--- config.mk ---
export PLATFORM = sky130hd
export DESIGN_NAME = s_term_strobe_pipe_flat
export DESIGN_NICKNAME = d
export VERILOG_FILES = /design/src/rtl/s_term_strobe_pipe_if.sv /design/src/rtl/s_term_strobe_pipe.sv /design/src/flat_wrapper.sv
export SDC_FILE = /design/constraint.sdc
export NUM_CORES = 1
export LEC_CHECK = 0
export ABC_AREA = 1
export CAP_MARGIN = 20
export CORE_MARGIN = 3
export CORE_UTILIZATION = 29
export CTS_BUF_LIST = sky130_fd_sc_hd__clkbuf_4 sky130_fd_sc_hd__clkbuf_8
export CTS_CLUSTER_DIAMETER = 30
export DETAILED_ROUTE_END_ITERATION = 7
export PLACE_DENSITY_LB_ADDON = 0.1
export SLEW_MARGIN = 20
export SYNTH_ARGS = -nofsm -noshare
export SYNTH_HDL_FRONTEND = slang
export SYNTH_SLANG_ARGS = --single-unit
--- constraint.sdc ---
create_clock -name UserCLK -period 0.8 [get_ports UserCLK]
set_input_delay 0.08 -clock UserCLK [delete_from_list [all_inputs] [get_ports UserCLK]]
set_output_delay 0.08 -clock UserCLK [all_outputs]
set_load 0.005 [all_outputs]
--- src/rtl/s_term_strobe_pipe_if.sv ---
// Strobe-path and monitor signal bundle for s_term_strobe_pipe.
// master drives strobes and monitor clear; slave is the repeater tile.
interface s_term_strobe_pipe_if #(
  parameter int unsigned MaxFramesPerCol = 20,
  parameter int unsigned CNT_W           = 16,
  parameter int unsigned IDX_W           = (MaxFramesPerCol > 1) ? $clog2(MaxFramesPerCol) : 1
);
  logic [MaxFramesPerCol-1:0] FrameStrobe;
  logic [MaxFramesPerCol-1:0] FrameStrobe_O;
  logic                       mon_clr;
  logic [CNT_W-1:0]           strobe_cnt;
  logic [IDX_W-1:0]           last_idx;
  logic                       multi_hot;

  modport master (
    output FrameStrobe,
    output mon_clr,
    input  FrameStrobe_O,
    input  strobe_cnt,
    input  last_idx,
    input  multi_hot
  );

  modport slave (
    input  FrameStrobe,
    input  mon_clr,
    output FrameStrobe_O,
    output strobe_cnt,
    output last_idx,
    output multi_hot
  );
endinterface

--- src/rtl/s_term_strobe_pipe.sv ---
// South-terminal frame-strobe repeater with optional pulse monitor.
// Monitor is built only when S_TERM_STROBE_MON_EN is defined; otherwise its outputs are tied to 0.
module s_term_strobe_pipe #(
  parameter int unsigned MaxFramesPerCol = 20,
  parameter int unsigned PIPE_STAGES     = 1,
  parameter int unsigned CNT_W           = 16,
  parameter int unsigned IDX_W           = (MaxFramesPerCol > 1) ? $clog2(MaxFramesPerCol) : 1
) (
  input  logic                 UserCLK,
  input  logic                 reset,
  output logic                 UserCLKo,
  s_term_strobe_pipe_if.slave  bus
);

  // clk_buf: plain pass-through of the user clock.
  assign UserCLKo = UserCLK;

  if (PIPE_STAGES == 0) begin : g_no_pipe
    // my_buf: combinational strobe feed-through.
    assign bus.FrameStrobe_O = bus.FrameStrobe;
  end else begin : g_pipe
    logic [MaxFramesPerCol-1:0] stage_q [PIPE_STAGES];

    always_ff @(posedge UserCLK) begin
      if (reset) begin
        for (int unsigned k = 0; k < PIPE_STAGES; k++) begin
          stage_q[k] <= '0;
        end
      end else begin
        stage_q[0] <= bus.FrameStrobe;
        for (int unsigned k = 1; k < PIPE_STAGES; k++) begin
          stage_q[k] <= stage_q[k-1];
        end
      end
    end

    assign bus.FrameStrobe_O = stage_q[PIPE_STAGES-1];
  end

`ifdef S_TERM_STROBE_MON_EN
  logic [MaxFramesPerCol-1:0] s_q;
  logic [MaxFramesPerCol-1:0] p_q;
  logic [MaxFramesPerCol-1:0] rise;
  logic [CNT_W-1:0]           cnt_q, cnt_d;
  logic [IDX_W-1:0]           idx_q, idx_d;
  logic [IDX_W-1:0]           lo_idx;
  logic                       mh_q, mh_d;

  always_comb begin
    rise   = s_q & ~p_q;
    lo_idx = '0;
    for (int i = int'(MaxFramesPerCol) - 1; i >= 0; i--) begin
      if (rise[i]) begin
        lo_idx = IDX_W'(i);
      end
    end

    cnt_d = cnt_q;
    idx_d = idx_q;
    mh_d  = mh_q;
    // Clear takes priority and drops any same-cycle event; p_q is left alone.
    if (bus.mon_clr) begin
      cnt_d = '0;
      idx_d = '0;
      mh_d  = 1'b0;
    end else begin
      if (|rise) begin
        if (cnt_q != '1) begin
          cnt_d = cnt_q + 1'b1;
        end
        idx_d = lo_idx;
      end
      if ((s_q & (s_q - 1'b1)) != '0) begin
        mh_d = 1'b1;
      end
    end
  end

  always_ff @(posedge UserCLK) begin
    if (reset) begin
      s_q   <= '0;
      p_q   <= '0;
      cnt_q <= '0;
      idx_q <= '0;
      mh_q  <= 1'b0;
    end else begin
      s_q   <= bus.FrameStrobe;
      p_q   <= s_q;
      cnt_q <= cnt_d;
      idx_q <= idx_d;
      mh_q  <= mh_d;
    end
  end

  assign bus.strobe_cnt = cnt_q;
  assign bus.last_idx   = idx_q;
  assign bus.multi_hot  = mh_q;
`else
  logic unused_mon_clr;
  assign unused_mon_clr = bus.mon_clr;

  assign bus.strobe_cnt = '0;
  assign bus.last_idx   = '0;
  assign bus.multi_hot  = 1'b0;
`endif

endmodule

--- src/flat_wrapper.sv ---
// flat-port wrapper written by rule: the top's interface ports become plain ports
module s_term_strobe_pipe_flat 
#(
  parameter int unsigned MaxFramesPerCol = 20,
  parameter int unsigned PIPE_STAGES     = 1,
  parameter int unsigned CNT_W           = 16,
  parameter int unsigned IDX_W           = (MaxFramesPerCol > 1) ? $clog2(MaxFramesPerCol) : 1
)
  (UserCLK, reset, UserCLKo, bus_FrameStrobe, bus_mon_clr, bus_FrameStrobe_O, bus_strobe_cnt, bus_last_idx, bus_multi_hot);
  s_term_strobe_pipe_if #(.MaxFramesPerCol(MaxFramesPerCol), .CNT_W(CNT_W), .IDX_W(IDX_W)) bus_i ();
  input  logic UserCLK;
  input  logic reset;
  output logic UserCLKo;
  input wire logic [$bits(bus_i.FrameStrobe)-1:0] bus_FrameStrobe;
  input wire logic [$bits(bus_i.mon_clr)-1:0] bus_mon_clr;
  output wire logic [$bits(bus_i.FrameStrobe_O)-1:0] bus_FrameStrobe_O;
  output wire logic [$bits(bus_i.strobe_cnt)-1:0] bus_strobe_cnt;
  output wire logic [$bits(bus_i.last_idx)-1:0] bus_last_idx;
  output wire logic [$bits(bus_i.multi_hot)-1:0] bus_multi_hot;
  assign bus_i.FrameStrobe = bus_FrameStrobe;
  assign bus_i.mon_clr = bus_mon_clr;
  assign bus_FrameStrobe_O = bus_i.FrameStrobe_O;
  assign bus_strobe_cnt = bus_i.strobe_cnt;
  assign bus_last_idx = bus_i.last_idx;
  assign bus_multi_hot = bus_i.multi_hot;
  s_term_strobe_pipe #(.MaxFramesPerCol(MaxFramesPerCol), .PIPE_STAGES(PIPE_STAGES), .CNT_W(CNT_W), .IDX_W(IDX_W)) u_core (.UserCLK(UserCLK), .reset(reset), .UserCLKo(UserCLKo), .bus(bus_i));
endmodule
==> results_slide.txt, run 1 <==
Flow Results at a Glance

Status
  • Status: complete, but fails checks
  • Failing checks: negative setup slack

Setup path
  • Worst Path Buf+Inv: 1
  • CP top delay family: flip-flops
  • Critical-path cell list: buf_6
  • Setup CP Type: flop to output port
  • CP startpoint kind: flop
  • Worst path slowest cell: dfxtp_2
  • Largest stage delay, worst path: 0.33 ns
  • Arr. time, crit path: 0.83 ns
  • Crit-path max FO: 1
  • CP Capture Type: output port
  • CP required: 0.72 ns

Logic synthesis
  • Post-Syn Instances: 86
  • Area share of fa/ha/maj cells after synthesis: 0
  • Avg Inst Size Synth: 8.71 um^2
  • AO/OA Area Share: 0
  • Post-synth EDFFs: 0
  • Largest logic family: buffers and inverters
  • Yosys cell count: 86
  • Synth unique cells: 6
  • Yosys chip area: 749 um^2
  • Commonest flop: dfxtp_1
  • Post-synth top cells: buf_4 (23), dfxtp_1 (20), inv_1 (20), nor2_1 (20), buf_6 (2)
  • Synth top area share: 0.534
  • XOR Share, Synth: 0
  • Asr flop ratio synth: 0
  • And+or+nand+nor area frac: 0.100
  • Mux frac, synth: 0
  • Synthesized area: 749 um^2
  • Synth warn: 0
  • Flops after synth: 20
  • Top cells, area: dfxtp_1 (53%), buf_4 (23%), inv_1 (10%)

Job
  • Stage-log warning count: 30
  • Max cap viols: 0

Timing
  • Final Hold Fails: 0
  • Final setup fails: 20
  • Fmax achieved: 1090 MHz
  • RSZ-0062 raised after global routing: true
  • Final setup margin: -0.113 ns
  • Post-route minimum period: 0.913 ns

Hold path
  • Hold Path Class: input port to flop
  • Hold Startpoint: bus_FrameStrobe[7]
  • Hold Path Depth: 3

Routing
  • WL met3: 272 um
  • Vias per cell: 3.33
  • Iteration-0 DRC Markers: 2
  • Uppermost routed layer: met3
  • DR WL/cell: 8.48 um
  • Met2 wire len: 583 um
  • DR pass1 iterations: 4
  • Routed Antenna Nets: 0
  • Met1 wire length: 493 um

Floorplanning
  • Die area: 3230 um^2
  • Die H: 56.8 um
  • I/O pin total: 66
  • FP Rows: 17
  • Pre-Place Util: 0.320
  • Die width: 56.8 um
  • Core area: 2340 um^2

Global route
  • First-pass GRT wire length: 2090 um
  • Initial antenna violation count: 0
  • Tot GR Track Use: 0.0855
  • Vias in the first global route: 512
  • Gr ovfl total: 0

Layout
  • Comb area: 158 um^2
  • Top reg by flops: u_core.g_pipe.stage_q
  • Util after Layout: 0.461
  • Fill count: 248
  • Sequential standard cell area: 407 um^2
  • Fraction of layout cells with a size suffix above 1: 0.252
  • Area growth, synth to finish: 44.1%
  • Ant. Diodes: 0
  • Max FFs per register: 20

CTS
  • CTS Hold Buffers Added: 0
  • CTS tree: done

Placement
  • Port Buffers: 42
  • Routability cong.: 0.685

Power
  • Leakage: 0.611 nW
  • VDD IR max: 896 uV
  • Pwr Density: 1980 nW/um^2
  • Power Total: 2.14 mW
-- run 1: layout by cell type, fill, tap and decap left out --
cell type,n
dfxtp_2,5
nor2_1,20
buf_12,1
buf_2,18
dfxtp_1,15
clkbuf_8,1
inv_1,20
clkbuf_4,5
clkdlybuf4s50_1,21
conb_1,22
buf_6,3
-- run 1: routing by layer --
metal  vias to the layer above  global-route usage
li1                        281                   -
met1                       213              0.0879
met2                        36               0.119
met3                         0              0.0690
met4                         0              0.0530
met5                         -                   0
-- run 1: repair_timing --
item	in CTS	in global routing
pin swaps	0	0
endpoints found under the setup margin	21	20
buffers inserted	0	0
gates resized	86	6
gates cloned	0	0
-- run 1: stage by stage --
step | area, um^2 | setup slack (ns) | setup TNS, ns | std cells | hold slack [ns]
after global placement | 1110 | -0.112 | -3.54 | 153 | 0.548
after global routing | 1080 | -0.150 | -2.80 | 159 | 0.181
after floorplan | 828 | 0.209 | 0 | 107 | 0.161
after detailed placement | 1110 | -0.113 | -3.51 | 153 | 0.548
final | 1080 | -0.113 | -2.01 | 159 | 0.177
after CTS | 1060 | -0.133 | -2.36 | 159 | 0.170
-- run 1: power by group --
group          internal, mW  total, mW  switching [mW]
logic                 0.156      0.257           0.101
clock network         0.479      0.819           0.340
registers              1.05       1.06          0.0122
-- run 1: cell families after synthesis --
group,count (synthesis)
simple gates,20
flops,20
other cells,1
buf+inv,45
-- run 1: worst max-delay path by stage --
stage,from,to,cells past startpoint
after global routing,u_core.g_pipe.stage_q[0][7],bus_FrameStrobe_O[7],1
after detailed placement,reset,u_core.g_pipe.stage_q[0][12],3
after global placement,reset,u_core.g_pipe.stage_q[0][0],3
final,u_core.g_pipe.stage_q[0][7],bus_FrameStrobe_O[7],1
after CTS,u_core.g_pipe.stage_q[0][13],bus_FrameStrobe_O[13],1
after floorplan,UserCLK,UserCLKo,1
-- run 1: final cells by class --
type / count / area share
Multi-Input combinational cell: 42 / 0.146
Clock buffer: 7 / 0.0579
Inverter: 20 / 0.0695
Timing Repair Buffer: 42 / 0.317
Tap cell: 28 / 0.0324
Sequential cell: 20 / 0.377
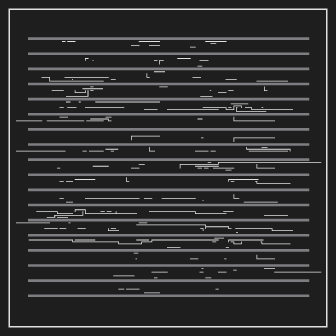
**Above:** run 1 (M1 wires).
Supply wires on this layer in grey.
share of all routed wire = 37%
wire length on this layer = 494 um
longest straight run = 18.4 um
nets with wire on the layer = 114
main direction = horizontal

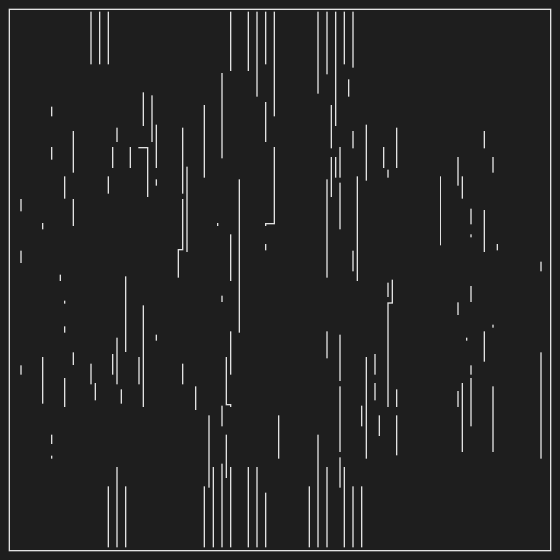
**Above:** run 1 (M2 wires).
main direction = vertical
share of all routed wire = 43%
wire length on this layer = 583 um
longest straight run = 16.0 um

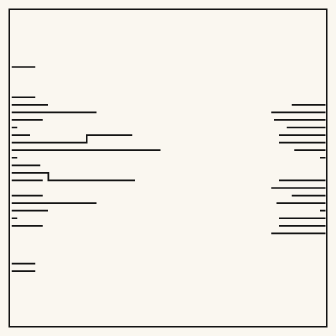
**Above:** run 1 (signal wires on met3).
nets with wire on the layer = 36
share of all routed wire = 20%
longest straight run = 26.4 um
wire length on this layer = 272 um
main direction = horizontal
met3 Usage GRT: 0.0690
final WL: 1350 um
via count: 530

==> run 2: changes to the inputs <==
--- a/config.mk
+++ b/config.mk
@@ -13,7 +13,6 @@
 export CTS_CLUSTER_DIAMETER = 30
 export DETAILED_ROUTE_END_ITERATION = 7
 export PLACE_DENSITY_LB_ADDON = 0.1
-export SLEW_MARGIN = 20
 export SYNTH_ARGS = -nofsm -noshare
 export SYNTH_HDL_FRONTEND = slang
 export SYNTH_SLANG_ARGS = --single-unit
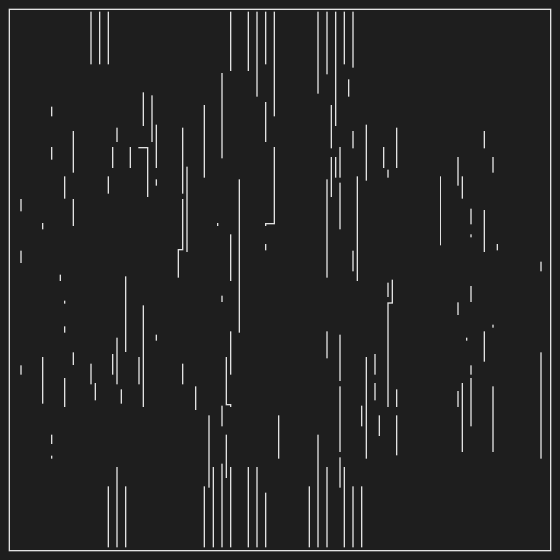
**Above:** run 2 (M2 wires).
share of all routed wire = 43%
wire length on this layer = 583 um
main direction = vertical
met2 GRT Util: 0.119

==> results_slide.txt, run 2 <==
Flow Results at a Glance

Floorplanning
  • FP Rows: 17 (unchanged)
  • I/O pin total: 66 (unchanged)
  • Die H: 56.8 um (unchanged)
  • Die width: 56.8 um (unchanged)
  • Die area: 3230 um^2 (unchanged)
  • Pre-Place Util: 0.320 (unchanged)
  • Core area: 2340 um^2 (unchanged)

Setup path
  • Largest stage delay, worst path: 0.33 ns (about the same)
  • CP top delay family: flip-flops (unchanged)
  • CP required: 0.72 ns (about the same)
  • Arr. time, crit path: 0.83 ns (about the same)
  • CP startpoint kind: flop (unchanged)
  • CP Capture Type: output port (unchanged)
  • Setup CP Type: flop to output port (unchanged)
  • Worst path slowest cell: dfxtp_2 (unchanged)
  • Worst Path Buf+Inv: 1 (unchanged)
  • Crit-path max FO: 1 (unchanged)
  • Critical-path cell list: buf_6 (unchanged)

Routing
  • Uppermost routed layer: met3 (unchanged)
  • Drt drc: 0 (unchanged)
  • Met2 wire len: 583 um (unchanged)
  • Routed Antenna Nets: 0 (unchanged)
  • Final WL: 1350 um (unchanged)
  • Via count: 530 (unchanged)
  • Met1 wire length: 493 um (unchanged)
  • DR WL/cell: 8.48 um (unchanged)
  • Vias per cell: 3.33 (unchanged)
  • Iteration-0 DRC Markers: 2 (unchanged)
  • WL met3: 272 um (unchanged)
  • DR pass1 iterations: 4 (unchanged)

Logic synthesis
  • Top cells, area: dfxtp_1 (53%), buf_4 (23%), inv_1 (10%) (unchanged)
  • Synth warn: 0 (unchanged)
  • Post-synth EDFFs: 0 (unchanged)
  • Sequential element share of the synthesized area: 0.534 (unchanged)
  • Post-synth top cells: buf_4 (23), dfxtp_1 (20), inv_1 (20), nor2_1 (20), buf_6 (2) (unchanged)
  • Synth top area share: 0.534 (unchanged)
  • Post-Syn Instances: 86 (unchanged)
  • Asr flop ratio synth: 0 (unchanged)
  • Post-synth top area cell: dfxtp_1 (unchanged)
  • Yosys chip area: 749 um^2 (unchanged)
  • Commonest flop: dfxtp_1 (unchanged)
  • Synth unique cells: 6 (unchanged)
  • Most frequent cell after synthesis: buf_4 (unchanged)
  • Flops after synth: 20 (unchanged)
  • Synthesized area: 749 um^2 (unchanged)
  • Yosys cell count: 86 (unchanged)
  • Avg Inst Size Synth: 8.71 um^2 (unchanged)

Placement
  • DP Cell Count: 153 (unchanged)
  • Pre-CTS setup slack: -0.113 ns (unchanged)
  • Post-DP HPWL: 1090 um (unchanged)
  • Post-place instance area: 1110 um^2 (unchanged)
  • Routability cong.: 0.685 (unchanged)
  • Port Buffers: 42 (unchanged)

Global route
  • Initial antenna violation count: 0 (unchanged)
  • Tot GR Track Use: 0.0855 (unchanged)
  • Largest net degree at the start of global routing: 21 (unchanged)
  • Vias in the first global route: 512 (unchanged)
  • Gr ovfl total: 0 (unchanged)
  • First-pass GRT wire length: 2090 um (unchanged)

Power
  • Leakage: 0.611 nW (unchanged)
  • Pwr Density: 1980 nW/um^2 (unchanged)
  • VDD IR max: 896 uV (unchanged)
  • Power Total: 2.14 mW (unchanged)

Layout
  • Fraction of layout cells with a size suffix above 1: 0.252 (unchanged)
  • Area growth, synth to finish: 44.1% (unchanged)
  • Ant. Diodes: 0 (unchanged)
  • Final layout net count: 155 (unchanged)
  • Top reg by flops: u_core.g_pipe.stage_q (unchanged)
  • Non-Filler Instances: 159 (unchanged)
  • Top cells excl fill/tap: conb_1 (22), clkdlybuf4s50_1 (21), inv_1 (20), nor2_1 (20), buf_2 (18) (unchanged)
  • Fill count: 248 (unchanged)
  • Util after Layout: 0.461 (unchanged)
  • Largest regs: u_core.g_pipe.stage_q: 20 flops (unchanged)
  • Max FFs per register: 20 (unchanged)
  • Dominant logic cell type in the layout: conb_1 (unchanged)
  • Design area: 1080 um^2 (unchanged)

Timing
  • Hold Slack: 0.177 ns (unchanged)
  • Post-route minimum period: 0.913 ns (unchanged)
  • Final Hold Fails: 0 (unchanged)
  • RSZ-0062 raised after global routing: true (unchanged)
  • Fin crit share: 1.14 (unchanged)
  • Final setup margin: -0.113 ns (unchanged)
  • Fmax achieved: 1090 MHz (unchanged)
  • Final setup fails: 20 (unchanged)
  • Sum Neg Setup Slack: -2.01 ns (unchanged)
  • Final Slew Violations: 0 (unchanged)

Status
  • Failing checks: negative setup slack (unchanged)
  • Status: complete, but fails checks (unchanged)

CTS
  • CTS tree: done (unchanged)
  • CTS Hold Buffers Added: 0 (unchanged)
  • Clock-pin slew on the worst setup and hold paths: 0.11 ns (about the same)

Hold path
  • Hold Path Class: input port to flop (unchanged)

Job
  • Stage-log warning count: 30 (unchanged)
  • Max cap viols: 0 (unchanged)
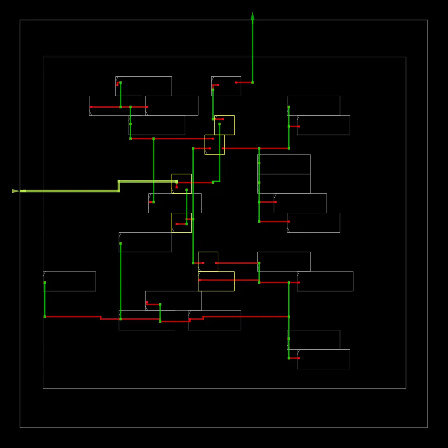
**Above:** run 2 (clock wiring as the flow saved it).
Clock buffer cells: 7
registers: 20

==> run 2: cell counts after synthesis <==
No cell type changed its count.
==> run 2: layout make-up <==
class,count,area (um^2),share of cell area
clock buffers,7,62.6,0.0579
inverters,20,75.1,0.0695
multi-input cells,42,158,0.146
flip-flops and latches,20,407,0.377
well taps,28,35.0,0.0324
repair buffers,42,343,0.317
==> run 2: timing repair <==
item                       CTS  global route
setup buffers                0             0
setup endpoints to repair   21            20
gates resized               86             6
cloned                       0             0
==> run 2: cell families (layout without fill, tap and decap cells) <==
family | Yosys count | after routing | share of synthesized area
buffers and inverters | 45 | 69 | 0.361
other | 1 | 22 | 0.00500
and+or+nand+nor | 20 | 20 | 0.100
DFF | 20 | 20 | 0.534
==> run 2: per-layer routing <==
metal | vias up | track usage
met4 | 0 | 0.0530
met2 | 36 | 0.119
met3 | 0 | 0.0690
met1 | 213 | 0.0879
met5 | - | 0
li1 | 281 | -
==> run 2: where the power goes <==
| part | switching (mW) | total, mW | internal (mW) |
|---|---|---|---|
| Combinational | 0.101 | 0.257 | 0.156 |
| Clock | 0.340 | 0.819 | 0.479 |
| Sequential | 0.0122 | 1.06 | 1.05 |
==> run 2: worst paths after layout <==
path,slack [ns],start,endpoint,cells past startpoint
worst max-delay path,-0.11,u_core.g_pipe.stage_q[0][7],bus_FrameStrobe_O[7],1
worst min-delay path,0.18,bus_FrameStrobe[7],u_core.g_pipe.stage_q[0][7],3
==> run 3: changes to the inputs <==
--- a/config.mk
+++ b/config.mk
@@ -8,7 +8,7 @@
 export ABC_AREA = 1
 export CAP_MARGIN = 20
 export CORE_MARGIN = 3
-export CORE_UTILIZATION = 29
+export CORE_UTILIZATION = 34
 export CTS_BUF_LIST = sky130_fd_sc_hd__clkbuf_4 sky130_fd_sc_hd__clkbuf_8
 export CTS_CLUSTER_DIAMETER = 30
 export DETAILED_ROUTE_END_ITERATION = 7
==> constraint.sdc (replaced) <==
create_clock -name UserCLK -period 1.1 [get_ports UserCLK]
set_input_delay 0.11 -clock UserCLK [delete_from_list [all_inputs] [get_ports UserCLK]]
set_output_delay 0.11 -clock UserCLK [all_outputs]
set_load 0.005 [all_outputs]
==> results_slide.txt, run 3 <==
Flow Results at a Glance

Power
  • Power share of the clock group: 0.347 (was 0.383)
  • Internal power: 1.16 mW (was 1.69 mW)
  • Switch share: 0.221 (was 0.212)
  • Sw Pwr: 0.329 mW (was 0.453 mW)
  • Sequential share of power: 0.518 (was 0.497)
  • VDD IR max: 676 uV (was 896 uV)
  • Pwr Density: 1290 nW/um^2 (was 1980 nW/um^2)
  • Power Total: 1.49 mW (was 2.14 mW)
  • Comb power frac: 0.135 (was 0.120)
  • Leakage: 0.600 nW (was 0.611 nW)

Setup path
  • Critical-path cell list: clkdlybuf4s15_1 (was buf_6)
  • Worst Path Buf+Inv: 1 (unchanged)
  • Worst path slowest cell: dfxtp_2 (unchanged)
  • Setup CP Type: flop to output port (unchanged)
  • CP startpoint kind: flop (unchanged)
  • CP Capture Type: output port (unchanged)
  • Arr. time, crit path: 0.92 ns (was 0.83 ns)
  • CP required: 0.99 ns (was 0.72 ns)
  • Largest stage delay, worst path: 0.33 ns (about the same)
  • CP top delay family: flip-flops (unchanged)
  • Crit-path max FO: 1 (unchanged)

Global route
  • Gr ovfl total: 0 (unchanged)
  • Initial antenna violation count: 0 (unchanged)
  • Tot GR Track Use: 0.110 (was 0.0855)
  • First-pass GRT wire length: 1990 um (was 2090 um)
  • Largest net degree at the start of global routing: 21 (unchanged)
  • Vias in the first global route: 502 (was 512)

Logic synthesis
  • Sequential element share of the synthesized area: 0.534 (unchanged)
  • Commonest flop: dfxtp_1 (unchanged)
  • Post-synth top cells: buf_4 (23), dfxtp_1 (20), inv_1 (20), nor2_1 (20), buf_6 (2) (unchanged)
  • Yosys chip area: 749 um^2 (unchanged)
  • Avg Inst Size Synth: 8.71 um^2 (unchanged)
  • Yosys cell count: 86 (unchanged)
  • Synth top area share: 0.534 (unchanged)
  • Top cells, area: dfxtp_1 (53%), buf_4 (23%), inv_1 (10%) (unchanged)
  • Most frequent cell after synthesis: buf_4 (unchanged)
  • Asr flop ratio synth: 0 (unchanged)
  • Synth warn: 0 (unchanged)
  • Synthesized area: 749 um^2 (unchanged)
  • Post-synth EDFFs: 0 (unchanged)
  • Flops after synth: 20 (unchanged)
  • Post-Syn Instances: 86 (unchanged)
  • Post-synth top area cell: dfxtp_1 (unchanged)
  • Synth unique cells: 6 (unchanged)

Layout
  • Final layout net count: 156 (was 155)
  • Largest regs: u_core.g_pipe.stage_q: 20 flops (unchanged)
  • Max FFs per register: 20 (unchanged)
  • Top reg by flops: u_core.g_pipe.stage_q (unchanged)
  • Area growth, synth to finish: 54.1% (was 44.1%)
  • Fraction of layout cells with a size suffix above 1: 0.107 (was 0.252)
  • Dominant logic cell type in the layout: conb_1 (unchanged)
  • Ant. Diodes: 0 (unchanged)
  • Non-Filler Instances: 158 (was 159)
  • Top cells excl fill/tap: conb_1 (22), clkdlybuf4s50_1 (21), inv_1 (20), nor2_1 (20), clkdlybuf4s15_1 (20) (was conb_1 (22), clkdlybuf4s50_1 (21), inv_1 (20), nor2_1 (20), buf_2 (18))

Job
  • Stage-log warning count: 28 (was 30)
  • Max cap viols: 0 (unchanged)

Timing
  • RSZ-0062 raised after global routing: false (was true)
  • Post-route minimum period: 1.03 ns
  • Final Slew Violations: 0 (unchanged)
  • Fin crit share: 0.939
  • Final setup fails: 0 (was 20)
  • Fmax achieved: 968 MHz
  • Final setup margin: 0.0667 ns (was -0.113 ns)
  • Sum Neg Setup Slack: 0 ns (was -2.01 ns)
  • Final Hold Fails: 0 (unchanged)

Routing
  • Vias per cell: 3.54 (was 3.33)
  • Via count: 559 (was 530)
  • DR WL/cell: 9.07 um (was 8.48 um)
  • DR pass1 iterations: 4 (unchanged)
  • Drt drc: 0 (unchanged)
  • Routed Antenna Nets: 0 (unchanged)
  • Iteration-0 DRC Markers: 1 (was 2)
  • Final WL: 1430 um (was 1350 um)

Placement
  • Port Buffers: 42 (unchanged)
  • DP Cell Count: 152 (was 153)
  • Post-DP HPWL: 1110 um (was 1090 um)
  • Pre-CTS setup slack: 0.0264 ns (was -0.113 ns)
  • Routability cong.: 0.588 (was 0.685)

Floorplanning
  • I/O pin total: 66 (unchanged)
  • Die width: 53.0 um (was 56.8 um)
  • Pre-Place Util: 0.371 (was 0.320)
  • Core area: 2020 um^2 (was 2340 um^2)
  • FP Rows: 16 (was 17)
  • Die H: 53.0 um (was 56.8 um)
  • Die area: 2800 um^2 (was 3230 um^2)

CTS
  • Clock-pin slew on the worst setup and hold paths: 0.10 ns (was 0.11 ns)
  • CTS tree: done (unchanged)
  • Post-CTS Setup Inserts: 0 (unchanged)

Status
  • Status: finished, final reports clean (was complete, but fails checks)

Hold path
  • Hold Path Class: input port to flop (unchanged)
[run 3: cell type report]
type / instances / area, um^2
fill: 208 / 867
timing repair buffer: 42 / 430
sequential: 20 / 408
multi-input combinational: 42 / 158
inverter: 20 / 75.1
clock buffer: 7 / 50.0
tap: 27 / 33.8
[run 3: through the flow]
step | util | hold slack [ns] | cell area, um^2
final | 0.571 | 0.217 | 1150
after global routing | 0.571 | 0.196 | 1150
after CTS | 0.558 | 0.206 | 1130
after detailed placement | 0.548 | 0.578 | 1110
after global placement | 0.548 | 0.578 | 1110
after floorplan | - | 0.191 | 828
[run 3: layer usage]
metal	track usage	wire length, um	vias up
met5	0	0	-
met4	0.123	15	0
met3	0.0507	176	2
met2	0.196	796	35
met1	0.0757	445	239
li1	-	-	283
[run 3: repair_timing]
| item | CTS | global route |
|---|---|---|
| hold buffers | 0 | 0 |
| gates resized | 23 | 26 |
| endpoints found under the setup margin | 21 | 21 |
| pin swaps | 0 | 0 |
[run 3: final timing paths]
path / start / endpoint / slack (ns) / depth (start not counted)
setup / recovery: u_core.g_pipe.stage_q[0][10] / bus_FrameStrobe_O[10] / 0.07 / 1
hold / removal: bus_FrameStrobe[18] / u_core.g_pipe.stage_q[0][18] / 0.22 / 3
[run 3: kinds of logic after synthesis]
group,after synthesis,synth area share
DFF,20,0.534
and+or+nand+nor,20,0.100
buffers and inverters,45,0.361
other,1,0.00500
[run 3: power groups by stage]
| stage | combinational (mW) | clock (mW) | sequential [mW] |
|---|---|---|---|
| 5_1_grt | 0.222 | 0.603 | 0.778 |
| 3_3_place_gp | 0.218 | 0.0766 | 0.787 |
| 2_1_floorplan | 0.114 | 0.0589 | 0.795 |
| 3_5_place_dp | 0.221 | 0.0766 | 0.789 |
| 4_1_cts | 0.196 | 0.568 | 0.771 |
| 6_report | 0.202 | 0.518 | 0.774 |
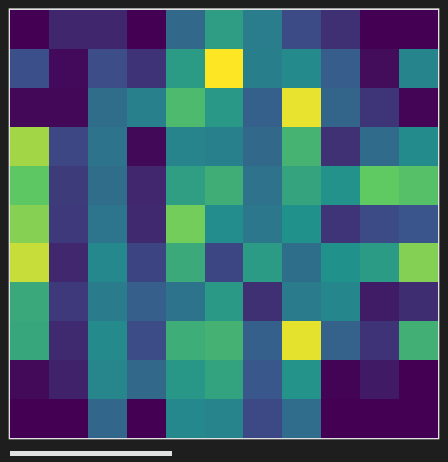
**Above:** run 3 (signal metal coverage by tile).
Bar = 20 um. 11 x 11 tiles, from dark purple (low) to yellow (high), scaled to the fullest tile. Values are wire area over tile area, all layers added.
emptiest ninth of the die = upper left
mean over tiles = 0.087
nearly empty tiles = 11%
tiles over half the peak = 27%
fullest tile = 0.25

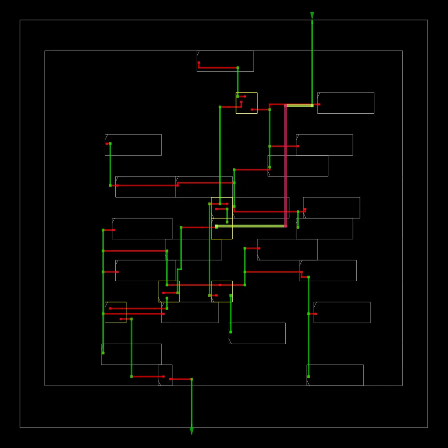
**Above:** run 3 (clock wiring as the flow saved it).
Clock group: 0.518 mW

Power figures rest on the tool's default switching activity, not on a simulated workload.
